**src/rtl/instruction_prefetch.sv**
```systemverilog
// Sequential instruction prefetcher between a CPU fetch port (Avalon-MM read
// agent) and instruction memory (pipelined Avalon-MM read host).
// Streams words ahead of the CPU into a small tagged FIFO; a non-sequential
// fetch flushes the FIFO and drops responses still in flight.
//
// Ports:
//   clk, rst                      clock, asynchronous active-low reset
//   cpu_address/cpu_read          CPU fetch request (word aligned)
//   cpu_waitrequest               request not accepted this cycle (combinational)
//   cpu_readdata/cpu_readdatavalid  returned word, 1 cycle after acceptance
//   mem_address/mem_read          memory read request (registered)
//   mem_waitrequest               memory stall
//   mem_readdata/mem_readdatavalid  in-order memory responses
module instruction_prefetch #(
    parameter int unsigned DEPTH       = 4,
    parameter int unsigned MAX_PENDING = 2
) (
    input  logic        clk,
    input  logic        rst,
    input  logic [31:0] cpu_address,
    input  logic        cpu_read,
    output logic        cpu_waitrequest,
    output logic [31:0] cpu_readdata,
    output logic        cpu_readdatavalid,
    output logic [31:0] mem_address,
    output logic        mem_read,
    input  logic        mem_waitrequest,
    input  logic [31:0] mem_readdata,
    input  logic        mem_readdatavalid
);

    localparam int unsigned AW = $clog2(DEPTH);
    localparam int unsigned CW = AW + 1;

    typedef enum logic {IDLE, STREAM} state_t;

    state_t          state_q, state_n;
    logic [31:0]     fetch_addr_q, fetch_addr_n;
    logic [31:0]     exp_tag_q, exp_tag_n;
    logic [CW-1:0]   count_q, count_n;
    logic [CW-1:0]   pending_q, pending_n;
    logic [CW-1:0]   discard_q, discard_n;
    logic            stale_q, stale_n;
    logic [AW-1:0]   wr_ptr_q, wr_ptr_n;
    logic [AW-1:0]   rd_ptr_q, rd_ptr_n;
    logic            mem_read_n;
    logic [31:0]     mem_address_n;
    logic            rvalid_n;
    logic [31:0]     rdata_n;

    logic [31:0]     tag_mem  [DEPTH];
    logic [31:0]     data_mem [DEPTH];

    logic [31:0]     addr_al;
    logic            fifo_empty, hit, accept, resp, drop, push, redirect;
    logic [CW:0]     occ_n;

    // Byte offset of the fetch address is don't-care.
    logic            unused_addr_bits;
    assign unused_addr_bits = ^cpu_address[1:0];

    assign addr_al = {cpu_address[31:2], 2'b00};

    // Request decode, FIFO bookkeeping and next memory request.
    always_comb begin
        fifo_empty    = (count_q == '0);
        hit           = cpu_read && !fifo_empty && (tag_mem[rd_ptr_q] == addr_al);
        accept        = mem_read && !mem_waitrequest;
        resp          = mem_readdatavalid && (pending_q != '0);
        drop          = resp && (discard_q != '0);
        redirect      = cpu_read && !hit &&
                        ((state_q == IDLE) || !fifo_empty || (exp_tag_q != addr_al));
        push          = resp && !drop && !redirect;

        cpu_waitrequest = cpu_read && !hit;

        state_n       = state_q;
        fetch_addr_n  = fetch_addr_q;
        exp_tag_n     = exp_tag_q;
        count_n       = count_q;
        discard_n     = discard_q;
        stale_n       = stale_q;
        wr_ptr_n      = wr_ptr_q;
        rd_ptr_n      = rd_ptr_q;
        rvalid_n      = hit;
        rdata_n       = hit ? data_mem[rd_ptr_q] : cpu_readdata;

        pending_n     = pending_q + CW'(accept) - CW'(resp);

        if (redirect) begin
            // Everything still in flight after this edge belongs to the old stream;
            // a request held by waitrequest is added to discard once accepted.
            state_n      = STREAM;
            fetch_addr_n = addr_al;
            exp_tag_n    = addr_al;
            count_n      = '0;
            rd_ptr_n     = wr_ptr_q;
            discard_n    = pending_n;
            stale_n      = mem_read && !accept;
        end else begin
            discard_n = discard_q - CW'(drop) + CW'(stale_q && accept);
            stale_n   = stale_q && !accept;
            if (accept && !stale_q)
                fetch_addr_n = fetch_addr_q + 32'd4;
            if (push) begin
                exp_tag_n = exp_tag_q + 32'd4;
                wr_ptr_n  = wr_ptr_q + AW'(1);
            end
            if (hit)
                rd_ptr_n = rd_ptr_q + AW'(1);
            count_n = count_q + CW'(push) - CW'(hit);
        end

        occ_n = {1'b0, count_n} + {1'b0, pending_n};

        // A stalled request must stay stable until memory takes it.
        if (mem_read && mem_waitrequest) begin
            mem_read_n    = 1'b1;
            mem_address_n = mem_address;
        end else begin
            mem_read_n    = (state_n == STREAM) && (occ_n < (CW+1)'(DEPTH)) &&
                            (pending_n < CW'(MAX_PENDING));
            mem_address_n = fetch_addr_n;
        end
    end

    // Control and output registers.
    always_ff @(posedge clk or negedge rst) begin
        if (!rst) begin
            state_q           <= IDLE;
            fetch_addr_q      <= '0;
            exp_tag_q         <= '0;
            count_q           <= '0;
            pending_q         <= '0;
            discard_q         <= '0;
            stale_q           <= 1'b0;
            wr_ptr_q          <= '0;
            rd_ptr_q          <= '0;
            mem_read          <= 1'b0;
            mem_address       <= '0;
            cpu_readdatavalid <= 1'b0;
            cpu_readdata      <= '0;
        end else begin
            state_q           <= state_n;
            fetch_addr_q      <= fetch_addr_n;
            exp_tag_q         <= exp_tag_n;
            count_q           <= count_n;
            pending_q         <= pending_n;
            discard_q         <= discard_n;
            stale_q           <= stale_n;
            wr_ptr_q          <= wr_ptr_n;
            rd_ptr_q          <= rd_ptr_n;
            mem_read          <= mem_read_n;
            mem_address       <= mem_address_n;
            cpu_readdatavalid <= rvalid_n;
            cpu_readdata      <= rdata_n;
        end
    end

    // FIFO storage; contents are qualified by count so no reset is needed.
    always_ff @(posedge clk) begin
        if (push) begin
            tag_mem[wr_ptr_q]  <= exp_tag_q;
            data_mem[wr_ptr_q] <= mem_readdata;
        end
    end

endmodule

```
**config.mk**
```make
export PLATFORM = sky130hd
export DESIGN_NAME = instruction_prefetch
export DESIGN_NICKNAME = d
export VERILOG_FILES = /design/src/rtl/instruction_prefetch.sv
export SDC_FILE = /design/constraint.sdc
export NUM_CORES = 1
export LEC_CHECK = 0
export ABC_AREA = 0
export CAP_MARGIN = 25
export CORE_ASPECT_RATIO = 2
export CORE_UTILIZATION = 52
export DETAILED_ROUTE_END_ITERATION = 16
export PLACE_DENSITY = 0.84
export SLEW_MARGIN = 5
export SYNTH_ARGS = -nofsm -noshare
export SYNTH_HDL_FRONTEND = slang
export SYNTH_SLANG_ARGS = --single-unit
```
**constraint.sdc**
```tcl
create_clock -name clk -period 4.25 [get_ports clk]
set_input_delay 1.0625 -clock clk [delete_from_list [all_inputs] [get_ports clk]]
set_output_delay 1.0625 -clock clk [all_outputs]
set_load 0.005 [all_outputs]
```
Figure 1. Metal 4.
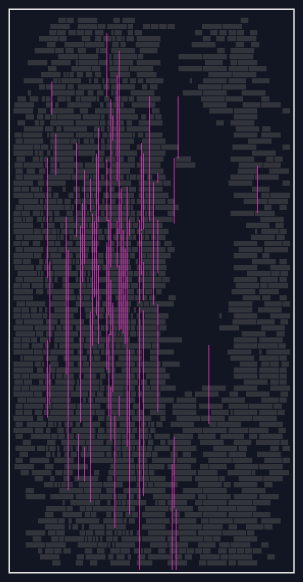
- nets with wire on the layer: 49
- wire length on this layer: 2650 um
- share of all routed wire: 6.9%
- longest straight run: 118 um
- main direction: vertical
Post-Route WL: 38.6 mm
detailed-route via count: 9662

==> impl_metrics.ini <==
; synthesis and place-and-route metrics
[outcome]
status = finished, violations left
failed_checks = setup timing

[cells_and_area]
area.share.combinational_pct = 25.9
non_clock_buffer_area_share_pct = 12.0
n_all_inverters = 19
areaGrowthSynthToFinish_pct = 24.2
share_of_post_route_cells_with_drive_strength_above_1_pct = 24.6
layout.area.top_class = registers
n_antenna_cell = 0
final_cell_area_um2 = 20400

[critical_path]
setup.worst_path.end = mem_read
crit_path_max_fanout = 4
critPathKind = in2reg
cp_cell_sequence = clkdlybuf4s50_1, xnor2_1, buf_4, nand4_1, a2111oi_4, nand4_1, buf_6, o211ai_4, nand2_2, ha_4, inv_2, ha_4, fa_2, xnor2_2, xnor2_2, a21oi_2, ha_1, nor4_1, nand2_1, o21ai_1
cp_slowest_stage_delay_ns = 0.54
timing.critical_path.slowest_stage_cell = clkdlybuf4s50_1
worstRegToRegCells = 21

[cts]
cts.clk_slew.worst_paths_ns = 0.07
hold_buffers = 0
cts-resized-gates = 24

[global_routing]
vias_in_the_first_global_route = 10600
met1_usage_pct = 25.2
use_met2_pct = 48.0
grt.total_usage_pct = 25.1
grt.met3_usage_pct = 3.14

[synth]
common_cells = edfxtp_1, dfrtp_1, xnor2_1, mux2_2, nor2_1
synth.distinct_cells = 51
synth.largest_area_cell = edfxtp_1
synthAoiAreaFrac_pct = 2.44

[final_timing]
timing.final.setup_violations = 2
finalMaxSlewViolations = 0
layout_setup_ws_ns = -0.352
timing.max_slew.rel_slack_pct = 54.7

[routing]
highest-signal-layer = met4
dr.first_iter.drc_count = 744
wl_on_met1_mm = 12.5

[power_and_ir_drop]
p_switching_mw = 2.66
pwr-share-seq_pct = 46.2
power_top_consumer = registers
Figure 2. The clock network.
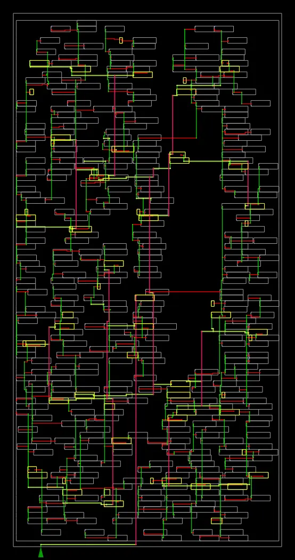
power in the clock group: 3.05 mW
worst setup skew after layout: 0.0280 ns
clock insertion delay at the later pin of the skew report: 0.55 ns
total of clock buffers placed in the layout: 53

Power is estimated from default activity; no workload was simulated.
